**src/rtl/pipeline_ctrl_pkg.sv**
```systemverilog
// Shared types and constants for the RV32 pipeline hazard sequencer.
package pipeline_ctrl_pkg;

    typedef enum logic {
        RUN      = 1'b0,
        MDU_WAIT = 1'b1
    } state_t;

    localparam int REG_AW = 5;

    // addi x0, x0, 0 -- the canonical RV32 NOP loaded by flush/bubble controls
    localparam logic [31:0] NOP_INSN = 32'h0000_0013;

endpackage

```
**src/rtl/mdu_wait_timer.sv**
```systemverilog
// Clear/enable cycle counter for the MDU wait window; tc flags the last allowed cycle.
module mdu_wait_timer #(
    parameter int TIMEOUT = 64
) (
    input  logic clk,
    input  logic rst_n,
    input  logic clr,
    input  logic en,
    output logic tc
);

    localparam int CW = (TIMEOUT > 2) ? $clog2(TIMEOUT) : 1;
    localparam logic [CW-1:0] TERM = CW'(TIMEOUT - 1);

    logic [CW-1:0] count;

    always_ff @(posedge clk or negedge rst_n) begin
        if (!rst_n) begin
            count <= '0;
        end else if (clr) begin
            count <= '0;
        end else if (en) begin
            count <= count + 1'b1;
        end
    end

    assign tc = (count == TERM);

endmodule

```
**src/rtl/pipeline_hazard_ctrl.sv**
```systemverilog
// Load-use / MDU-freeze / branch-flush sequencer for the 5-stage RV32 pipe.
// Optional perf counters are built when HAZARD_PERF_EN is defined.
module pipeline_hazard_ctrl #(
    parameter int REG_AW      = pipeline_ctrl_pkg::REG_AW,
    parameter int MDU_TIMEOUT = 64
`ifdef HAZARD_PERF_EN
    ,
    parameter int CNT_W       = 32
`endif
) (
    input  logic              clk,
    input  logic              rst_n,
    input  logic              id_valid,
    input  logic [REG_AW-1:0] id_rs1,
    input  logic [REG_AW-1:0] id_rs2,
    input  logic              id_use_rs1,
    input  logic              id_use_rs2,
    input  logic              ex_valid,
    input  logic [REG_AW-1:0] ex_rd,
    input  logic              ex_mem_read,
    input  logic              ex_mdu_op,
    input  logic              ex_branch_taken,
    input  logic              mdu_done,
    output logic              stall_pc,
    output logic              stall_ifid,
    output logic              flush_ifid,
    output logic              stall_idex,
    output logic              bubble_idex,
    output logic              bubble_exmem,
    output logic              mdu_start,
    output logic              mdu_timeout_err
`ifdef HAZARD_PERF_EN
    ,
    output logic [CNT_W-1:0]  perf_stall_cnt,
    output logic [CNT_W-1:0]  perf_flush_cnt
`endif
);

    import pipeline_ctrl_pkg::*;

    state_t state;
    logic   run_mdu;
    logic   run_branch;
    logic   load_use;
    logic   timer_tc;

    assign run_mdu    = (state == RUN) && ex_valid && ex_mdu_op;
    assign run_branch = ex_valid && ex_branch_taken;

    // x0 is hardwired zero, so a load targeting it can never feed a consumer
    assign load_use = ex_valid && ex_mem_read && (ex_rd != '0) && id_valid &&
                      ((id_use_rs1 && (id_rs1 == ex_rd)) ||
                       (id_use_rs2 && (id_rs2 == ex_rd)));

    mdu_wait_timer #(
        .TIMEOUT (MDU_TIMEOUT)
    ) u_mdu_wait_timer (
        .clk   (clk),
        .rst_n (rst_n),
        .clr   (run_mdu),
        .en    (state == MDU_WAIT),
        .tc    (timer_tc)
    );

    always_comb begin
        stall_pc     = 1'b0;
        stall_ifid   = 1'b0;
        flush_ifid   = 1'b0;
        stall_idex   = 1'b0;
        bubble_idex  = 1'b0;
        bubble_exmem = 1'b0;
        mdu_start    = 1'b0;
        if (rst_n) begin
            if (state == RUN) begin
                if (run_mdu) begin
                    mdu_start    = 1'b1;
                    stall_pc     = 1'b1;
                    stall_ifid   = 1'b1;
                    stall_idex   = 1'b1;
                    bubble_exmem = 1'b1;
                end else if (run_branch) begin
                    // the ID instruction is wrong-path, so its load-use match is moot
                    flush_ifid  = 1'b1;
                    bubble_idex = 1'b1;
                end else if (load_use) begin
                    stall_pc    = 1'b1;
                    stall_ifid  = 1'b1;
                    bubble_idex = 1'b1;
                end
            end else if (!mdu_done) begin
                stall_pc     = 1'b1;
                stall_ifid   = 1'b1;
                stall_idex   = 1'b1;
                bubble_exmem = 1'b1;
            end
        end
    end

    always_ff @(posedge clk or negedge rst_n) begin
        if (!rst_n) begin
            state           <= RUN;
            mdu_timeout_err <= 1'b0;
        end else begin
            case (state)
                RUN: begin
                    if (run_mdu) state <= MDU_WAIT;
                end
                MDU_WAIT: begin
                    if (mdu_done) begin
                        state <= RUN;
                    end else if (timer_tc) begin
                        mdu_timeout_err <= 1'b1;
                        state           <= RUN;
                    end
                end
                default: state <= RUN;
            endcase
        end
    end

`ifdef HAZARD_PERF_EN
    always_ff @(posedge clk or negedge rst_n) begin
        if (!rst_n) begin
            perf_stall_cnt <= '0;
            perf_flush_cnt <= '0;
        end else begin
            if (stall_pc)   perf_stall_cnt <= perf_stall_cnt + 1'b1;
            if (flush_ifid) perf_flush_cnt <= perf_flush_cnt + 1'b1;
        end
    end
`endif

    // An EX instruction cannot be both an MDU op and a taken branch
    always @(posedge clk) begin
        if (rst_n) assert (!(ex_valid && ex_mdu_op && ex_branch_taken));
    end

endmodule

```
**config.mk**
```make
export PLATFORM = sky130hd
export DESIGN_NAME = pipeline_hazard_ctrl
export DESIGN_NICKNAME = d
export VERILOG_FILES = /design/src/rtl/pipeline_ctrl_pkg.sv /design/src/rtl/mdu_wait_timer.sv /design/src/rtl/pipeline_hazard_ctrl.sv
export SDC_FILE = /design/constraint.sdc
export NUM_CORES = 1
export LEC_CHECK = 0
export ABC_AREA = 0
export CAP_MARGIN = 40
export CORE_MARGIN = 2
export CORE_UTILIZATION = 36
export DETAILED_ROUTE_END_ITERATION = 16
export PLACE_DENSITY = 0.74
export SETUP_SLACK_MARGIN = 0.05
export SYNTH_ARGS = -nofsm -noshare
export SYNTH_HDL_FRONTEND = slang
export SYNTH_SLANG_ARGS = --single-unit
```
**constraint.sdc**
```tcl
create_clock -name clk -period 2.15 [get_ports clk]
set_clock_uncertainty 0.05 [all_clocks]
set_input_delay 0.43 -clock clk [delete_from_list [all_inputs] [get_ports clk]]
set_output_delay 0.43 -clock clk [all_outputs]
set_load 0.01 [all_outputs]
```
**Wiring by layer**

Scale bar: 10 µm. Only two layers are drawn.
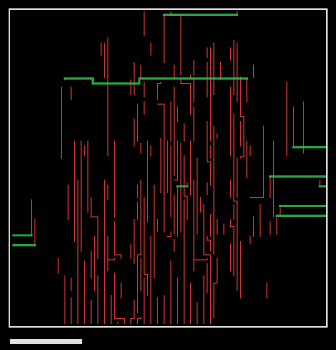
Key: green = metal 3 [wire length 69.2 µm]; red = metal 2 [wire length 856 µm]
Routed WL: 1.62 mm
Via Count: 611

==> results.txt <==
run results: reg2reg end=u_mdu_wait_timer.count[5], Clock Path Buffers=2, routed vias/inst=4.89, Detail Placement HPWL=roughly 1.3 mm, CTS tree=yes, Fmax achieved=476 MHz, final instance area=981 µm², outcome=completed, Post-synth top cells=xor2_1 (10), dfrtp_1 (8), nand2_1 (8), # resized after CTS=58, layout cells sized above 1=0.339, GRT met3 Usage=0.0500, Slew Viols, Final=0, FF-to-FF path depth=4, Mapped Cells=65, Synth flops=8, Top Metal Used=met3, worst-margin pin slew=0.263 ns, die area=1920 µm², most used flip-flop cell=dfrtp_1, Peak VDD IR=397 µV, clock group share of total power=0.230, CP startpoint kind=input port
**Routing congestion**

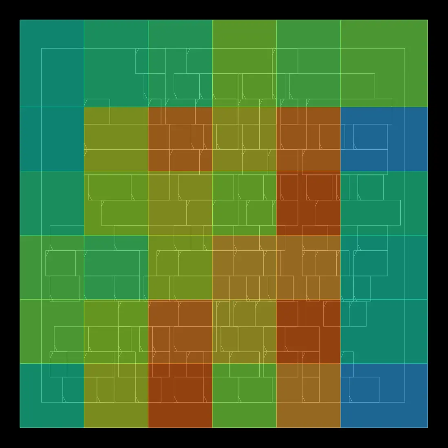
drt wl/cell: 12.9 µm
GRT Overall Usage: 0.180
met1 Use GR: 0.230

metrics by stage:
| step | util | setup TNS [ns] |
|---|---|---|
| final | 0.659 | 0 |
| after global routing | 0.659 | -0.0540 |
| after CTS | 0.658 | 0 |
| after detailed placement | 0.655 | -3.22 |
| after global placement | 0.655 | -3.08 |
| after floorplan | - | 0 |
power by group through the flow:
stage,Clock (µW),Combinational [µW],Sequential [µW]
final,110,168,201
after global routing,121,184,204
after CTS,116,165,200
after detailed placement,0,172,202
after global placement,0,171,201
after floorplan,0,79.2,195
final cells by class:
type	instances	area, µm²
Clock buffer	3	22.5
Fill cell	130	508
Inverter	3	11.3
Multi-Input combinational cell	51	385
Sequential cell	8	200
Tap cell	16	20.0
Timing Repair Buffer	44	342
worst max-delay path, stage by stage:
cell and delay (ns):
buf_2 0.11, xor2_2 0.17, nor4_2 0.32, a32oi_2 0.17
o31ai_1 0.24, buf_2 0.17
layout by cell type, fill, tap and decap left out:
master	n
clkdlybuf4s50_1	7
nand4_1	4
buf_2	7
nor3_1	1
a32oi_2	1
o31ai_2	1
xnor2_2	2
o21ai_0	2
dlygate4sd2_1	7
nor2_1	5
mux2_2	1
o31ai_1	3
clkbuf_2	5
a21oi_2	1
xor2_2	1
o211ai_1	1
nand2b_1	1
ha_1	1
inv_1	3
nand2_1	8
clkbuf_4	3
nand3b_1	2
buf_4	13
clkdlybuf4s15_1	4
nor4_2	2
dlymetal6s2s_1	1
a22o_1	1
dfrtp_1	8
and2_1	2
nand3_1	2
xor2_1	9
cell families after synthesis:
kind of cell	Yosys count	share of synthesized area
xor gates and xnor gates	12	0.184
and+or+nand+nor	27	0.247
AOI/OAI and AO/OA	10	0.123
muxes	1	0.0197
DFF	8	0.350
buffers and inverters	6	0.0547
adders and majority gates	1	0.0219
Power is estimated from default activity; no workload was simulated.
